--- config.mk ---
export PLATFORM = sky130hd
export DESIGN_NAME = player_motion
export DESIGN_NICKNAME = d
export VERILOG_FILES = /design/src/rtl/player_motion.sv
export SDC_FILE = /design/constraint.sdc
export NUM_CORES = 1
export LEC_CHECK = 0
export CAP_MARGIN = 15
export CORE_AREA = 8 8 74 124
export CTS_CLUSTER_DIAMETER = 50
export DETAILED_ROUTE_END_ITERATION = 10
export DIE_AREA = 0 0 82 132
export GPL_ROUTABILITY_DRIVEN = 1
export SETUP_SLACK_MARGIN = 0.02
export SYNTH_ARGS = -nofsm -noshare
export SYNTH_HDL_FRONTEND = slang
export SYNTH_SLANG_ARGS = --single-unit
--- constraint.sdc ---
create_clock -name clk50M -period 3.9 [get_ports clk50M]
set_clock_uncertainty 0.1 [all_clocks]
set_input_delay 0.39 -clock clk50M [delete_from_list [all_inputs] [get_ports clk50M]]
set_output_delay 0.39 -clock clk50M [all_outputs]
set_load 0.01 [all_outputs]
--- src/rtl/player_motion.sv ---
// player_motion: tick-driven walk/jump/gravity physics with double-buffered display outputs.
// Optional macro PLAYER_DOUBLE_JUMP_EN allows one extra jump while airborne.
module player_motion #(
    parameter int SCREEN_W  = 640,
    parameter int GROUND_Y  = 448,
    parameter int PLAYER_W  = 16,
    parameter int PLAYER_H  = 16,
    parameter int X_INIT    = 32,
    parameter int WALK_STEP = 2,
    parameter int JUMP_V    = 12,
    parameter int MAX_FALL  = 10
) (
    input  logic       clk50M,
    input  logic       rst,
    input  logic       tick_update,
    input  logic       tick_commit,
    input  logic       btn_left,
    input  logic       btn_right,
    input  logic       btn_jump,
    output logic [9:0] pos_x,
    output logic [8:0] pos_y,
    output logic       airborne
);
    localparam logic [1:0] GROUND = 2'd0;
    localparam logic [1:0] RISE   = 2'd1;
    localparam logic [1:0] FALL   = 2'd2;

    localparam logic signed [11:0] X_MAX = 12'(SCREEN_W - PLAYER_W);
    localparam logic signed [11:0] Y_GND = 12'(GROUND_Y - PLAYER_H);
    localparam logic signed [11:0] STEP  = 12'(WALK_STEP);
    localparam logic signed [5:0]  JV    = 6'(JUMP_V);
    localparam logic signed [6:0]  V_MAX = 7'(MAX_FALL);
    localparam logic [9:0]         X_RST = 10'(X_INIT);

    logic [9:0]         x, x_nxt;
    logic signed [10:0] y, y_nxt;
    logic signed [5:0]  vy, vy_nxt;
    logic [1:0]         state, state_nxt;
    logic               jump_prev, jump_edge, air_jump;
    logic signed [11:0] x_step, y_sum;
    logic signed [6:0]  vy_inc, vy_cap;

    assign jump_edge = btn_jump & ~jump_prev;

`ifdef PLAYER_DOUBLE_JUMP_EN
    logic used;
    assign air_jump = jump_edge & ~used;
    always_ff @(posedge clk50M) begin
        if (rst) used <= 1'b0;
        else if (tick_update) used <= (state_nxt == GROUND) ? 1'b0 : used | (air_jump & (state != GROUND));
    end
`else
    assign air_jump = 1'b0;
`endif

    // Widened signed arithmetic so clamps never see a wrapped value.
    always_comb begin
        x_step = $signed({2'b00, x}) + ((btn_right & ~btn_left) ? STEP : (btn_left & ~btn_right) ? -STEP : 12'sd0);
        x_nxt = (x_step < 12'sd0) ? 10'd0 : (x_step > X_MAX) ? X_MAX[9:0] : x_step[9:0];
        y_sum = {y[10], y} + {{6{vy[5]}}, vy};
        vy_inc = {vy[5], vy} + 7'sd1;
        vy_cap = (vy_inc > V_MAX) ? V_MAX : vy_inc;
        y_nxt = y;
        vy_nxt = vy;
        state_nxt = state;
        if (state == GROUND) begin
            vy_nxt = jump_edge ? -JV : 6'sd0;
            state_nxt = jump_edge ? RISE : GROUND;
        end else if (air_jump) begin
            vy_nxt = -JV;
            state_nxt = RISE;
        end else if (y_sum < 12'sd0) begin
            y_nxt = 11'sd0;
            vy_nxt = 6'sd0;
            state_nxt = FALL;
        end else if (y_sum >= Y_GND) begin
            y_nxt = Y_GND[10:0];
            vy_nxt = 6'sd0;
            state_nxt = GROUND;
        end else begin
            y_nxt = y_sum[10:0];
            vy_nxt = vy_cap[5:0];
            state_nxt = (vy_cap >= 7'sd0) ? FALL : state;
        end
    end

    // Commit samples the pre-update working values when both ticks coincide.
    always_ff @(posedge clk50M) begin
        if (rst) begin
            x <= X_RST;
            y <= Y_GND[10:0];
            vy <= 6'sd0;
            state <= GROUND;
            jump_prev <= 1'b0;
            pos_x <= X_RST;
            pos_y <= Y_GND[8:0];
            airborne <= 1'b0;
        end else begin
            if (tick_update) begin
                x <= x_nxt;
                y <= y_nxt;
                vy <= vy_nxt;
                state <= state_nxt;
                jump_prev <= btn_jump;
            end
            if (tick_commit) begin
                pos_x <= x;
                pos_y <= y[8:0];
                airborne <= state != GROUND;
            end
        end
    end
endmodule

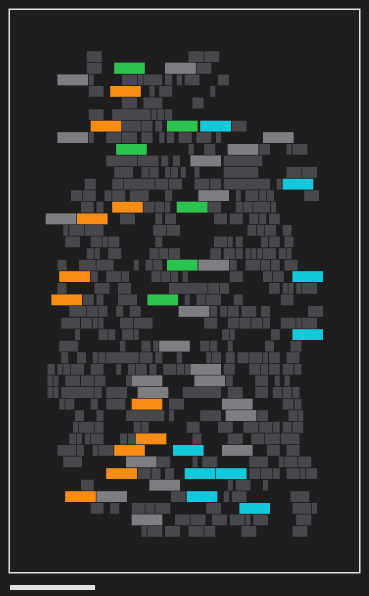
**Above:** run 1 (sequential cells grouped by signal name).
Scale bar: 20 µm. Other sequential cells in the stronger gray, the rest of the logic in the fainter gray.
- `y`: orange (placed flops 11)
- `pos_x`: cyan (placed flops 9)
- `vy`: green (placed flops 6)

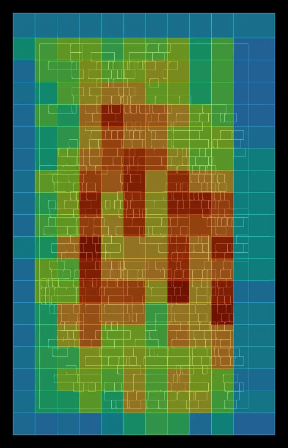
**Above:** run 1 (routing congestion map).
GR Util met2: 0.293
busiest layer in global routing: met2
WL/cell: 17.3 µm
routing usage on met1: 0.174
Util after Layout: 0.508

==> impl_metrics.yaml, run 1 <==
# synthesis and place-and-route metrics
finish:
  clkCellAreaFrac: 0.0482
  n_all_buffers: 40
  final_cells: 495
  clockBufferCount: 7
  num-multi-input-gates: 295
  seq_cell_count: 48
  final_nets: 431
  stdcell_area_mm2: 0.00379
  regMostFlops: "y"
  fill_cells: 725
  largest_cell_class: "multi-input combinational cells"
  mostFrequentLayoutCell: "dfxtp_1"
  logic_area_mm2: 0.00211
  largest_reg_flops: 11
  drive_gt1_frac: 0.0885
placed_design:
  placed_cell_area_mm2: 0.00361
  pre_cts_ws_ns: 0.191
  gp_congestion: 0.861
  dp_hpwl_um: 6460
  port_buffers: 25
power:
  power.internal_uw: 1010
  power_switching_uw: 423
  pwr-share-seq: 0.388
  peakVddDrop_mv: 0.192
  p_comb_uw: 350
  clkPwrFrac: 0.368
  power.density_mw_per_mm2: 378
  p_sw_frac: 0.296
  seq_power_uw: 556
  p_clk_uw: 527
  power_leader: "registers"
worst_setup_path:
  setup.worst_path.end: "y[2]"
  critical_path.startpoint_type: "flip-flop"
  cp.arrival_ns: 3.76
  worstSetupEndpointType: "flip-flop"
  path_cells: "ha_1 > fa_1 > a21o_1 > and4_4 > or3_1 > a222oi_1 > or4_1 > or4b_4 > nor4_4 > a32o_1"
  path_max_fanout: 5
  cp-startpoint: "y[0]"
  path_class: "reg2reg"
  crit_family: "simple AND/OR/NAND/NOR gates"
  r2r_cells: 10
  crit_slowest_cell: "or4b_4"
  crit_required_ns: 4.03
  reg2reg_slack_ns: 0.27
final_timing:
  finalCritPeriodShare: 0.930
  layout_setup_ws_ns: 0.275
  period_needed_ns: 3.63
  max_freq_mhz: 276
  finalSetupViolations: 0
  worst_pin_slew_ns: 0.658
  tns_ns: 0
  hold_viol_final: 0
  rsz0062_at_grt: "no"
  whs_ns: 0.379
  max_slew_margin: 0.560
detailed_routing:
  wl_um: 8540
  wl_met1_um: 3320
  drt_iter0_markers: 116
  highest_layer: "met4"
  vias_per_cell: 6.00
  wl_met3_um: 253
  drt_pass1_iterations: 4
  via_count: 2972
  detail-route-antenna-nets: 0
  drc: 0
global_route:
  grtUsageMet3: 0.0294
  antenna_found_initial: 0
  grt_usage: 0.166
  overflow: 0
  grt_start_max_net_pins: 30
  grt_first_pass_wirelength_um: 14300
floorplanning:
  die_x_um: 82
  tap_cells: 88
  placement_rows: 42
  die_h_um: 132
  ios: 27
  core_util_floorplan: 0.437
  dieArea_mm2: 0.0108
  core_region_area_mm2: 0.00746
synthesis:
  fp_nets: 409
  async_flop_share: 0
  syn_area_mm2: 0.00326
  topCellsByArea: "dfxtp_1 (29%), ha_1 (6.5%), mux2i_1 (5.2%)"
  top_cell: "dfxtp_1"
  ys_ff: 48
  postSynthSeqShare: 0.295
  synthTopCellsByCount: "dfxtp_1 (48), nor2_1 (38), a21oi_1 (21)"
  synth_xor_xnor_area_share: 0.0526
  flop_cell: "dfxtp_1"
  yosys_area_mm2: 0.00326
  compound_area_frac: 0.280
  ys_sh_simple: 0.191
  logic_family: "AND-OR/OR-AND gates"
  edf_count: 0
  synth.distinct_cells: 70
  ys_sh_mux: 0.0522
  top_area_cell: "dfxtp_1"
status:
  status: "finished, final reports clean"
clocking:
  post_cts_buffers: 0
  path_clk_slew_ns: 0.07
  root_buffer: "clkbuf_16"
  cts_buffer_depth: 2
  ctsHoldBuffers: 0
  cts_buffers: 5
  clkSinkCount: 48
  cts_resized: 0
  cts_tree: "built"
hold_path:
  holdPathEnd: "y[10]"
  whs_path_depth: 1
  hold_start: "y[10]"
job:
  warning_count: 28
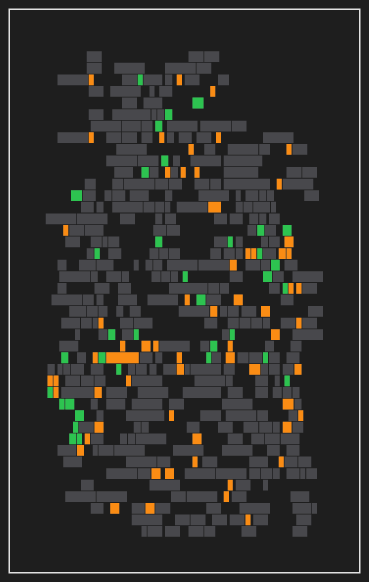
**Above:** run 1 (gate-type map).
- NAND gates: green (cells 35)
- NOR gates: orange (cells 62)

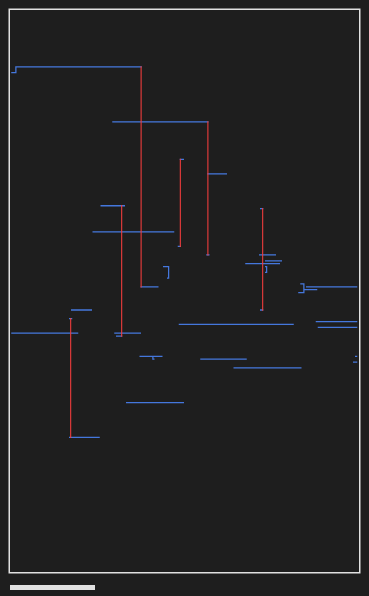
**Above:** run 1 (signal wires by layer).
Scale bar: 20 µm. Two of the layers only.
- met3: blue (wire length 253 µm)
- met4: red (wire length 186 µm)

==> run 2, diff against run 1 <==
GPL_TIMING_DRIVEN = 0   (was default)
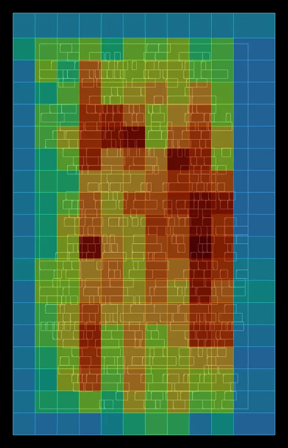
**Above:** run 2 (routing congestion map).
GR Util met2: 0.322
met3 GRT Util: 0.0260
WL/cell: 18.2 µm
Util after Layout: 0.514
routing usage on met1: 0.167

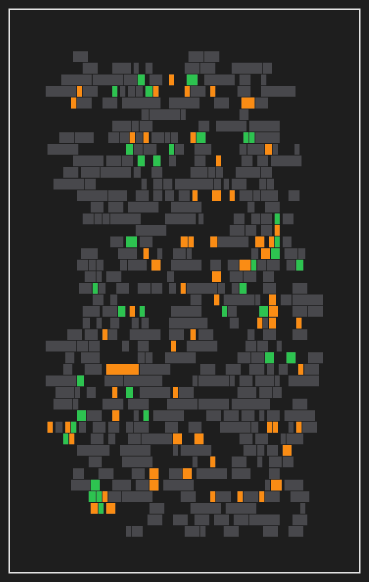
**Above:** run 2 (gate-type map).
- NAND gates: green (cells 35)
- NOR gates: orange (cells 62)

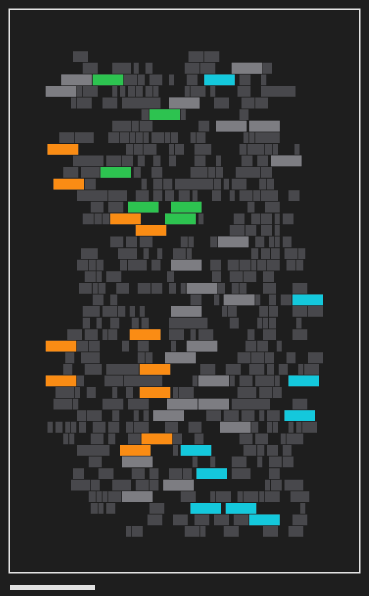
**Above:** run 2 (sequential cells grouped by signal name).
Scale bar: 20 µm. Other sequential cells in the stronger gray, the rest of the logic in the fainter gray.
register area: 961 µm²
Seq area share: 0.251

==> run 2 against run 1 <==
Net effect:
- clock power decreased by 14%
- via count grew 4.4%
- register-to-register slack lost 0.11 ns
- largest power group unchanged
==> impl_metrics.yaml, run 2 <==
# synthesis and place-and-route metrics
clocking:
  path_clk_slew_ns: 0.07
  root_buffer: "clkbuf_16"
  ctsHoldBuffers: 0
  post_cts_buffers: 0
  clkSinkCount: 48
  clk_latency_ns: 0.30
  cts_tree: "built"
  cts_buffers: 5
  cts_resized: 9
  cts_buffer_depth: 2
finish:
  logic_area_mm2: 0.00214
  clkCellAreaFrac: 0.0401
  fill_cells: 754
  largest_reg_flops: 11
  seq_cell_count: 48
  clockBufferCount: 6
  final_cells: 508
  n_all_buffers: 53
  num-multi-input-gates: 295
  stdcell_area_mm2: 0.00383
  final_nets: 444
  regMostFlops: "y"
  mostFrequentLayoutCell: "dfxtp_1"
detailed_routing:
  wl_met1_um: 3350
  drt_iter0_markers: 133
  detail-route-antenna-nets: 0
  wl_um: 9270
  wl_met3_um: 271
  vias_per_cell: 6.11
  drc: 0
  via_count: 3103
  drt_pass1_iterations: 5
worst_setup_path:
  r2r_cells: 10
  cp-startpoint: "vy[0]"
  reg2reg_slack_ns: 0.16
  crit_slowest_cell: "or4b_4"
  path_max_fanout: 7
  cp.arrival_ns: 3.87
  critical_path.startpoint_type: "flip-flop"
  crit_required_ns: 4.04
  crit_family: "simple AND/OR/NAND/NOR gates"
  worstSetupEndpointType: "flip-flop"
  path_cells: "ha_1 > fa_1 > a21o_1 > and4_4 > or3_1 > a222oi_1 > or4_1 > or4b_4 > nor4_4 > a32o_1"
  setup.worst_path.end: "vy[1]"
  crit_buf_inv: 0
  path_class: "reg2reg"
placed_design:
  port_buffers: 24
  placed_cell_area_mm2: 0.00361
  dp_hpwl_um: 7060
  pre_cts_ws_ns: -1.07
  gp_congestion: 0.908
global_route:
  grt_start_max_net_pins: 16
  overflow: 0
  top_usage_layer: "met2"
  antenna_found_initial: 0
  grt_first_pass_wirelength_um: 15000
hold_path:
  hold_start: "y[9]"
final_timing:
  finalSetupViolations: 0
  period_needed_ns: 3.74
  layout_setup_ws_ns: 0.165
  max_freq_mhz: 268
  worst_pin_slew_ns: 0.718
  hold_viol_final: 0
  finalCritPeriodShare: 0.958
  whs_ns: 0.378
  tns_ns: 0
synthesis:
  syn_area_mm2: 0.00326
  synth_xor_xnor_area_share: 0.0526
  postSynthSeqShare: 0.295
  fp_nets: 409
  compound_area_frac: 0.280
  async_flop_share: 0
  top_cell: "dfxtp_1"
  ys_sh_simple: 0.191
  flop_cell: "dfxtp_1"
  synth.distinct_cells: 70
  ys_ff: 48
  topCellsByArea: "dfxtp_1 (29%), ha_1 (6.5%), mux2i_1 (5.2%)"
  ys_sh_mux: 0.0522
  top_area_cell: "dfxtp_1"
  edf_count: 0
  logic_family: "AND-OR/OR-AND gates"
power:
  p_comb_uw: 379
  seq_power_uw: 541
  clkPwrFrac: 0.331
  p_clk_uw: 455
  pwr-share-seq: 0.393
  peakVddDrop_mv: 0.241
  p_sw_frac: 0.326
  power_leader: "registers"
  power.internal_uw: 927
  power_switching_uw: 448
  power.density_mw_per_mm2: 359
floorplanning:
  core_region_area_mm2: 0.00746
  die_x_um: 82
  ios: 27
  die_h_um: 132
  core_util_floorplan: 0.437
  dieArea_mm2: 0.0108
  placement_rows: 42
job:
  warning_count: 28
status:
  status: "finished, final reports clean"
Power figures rest on the tool's default switching activity, not on a simulated workload.
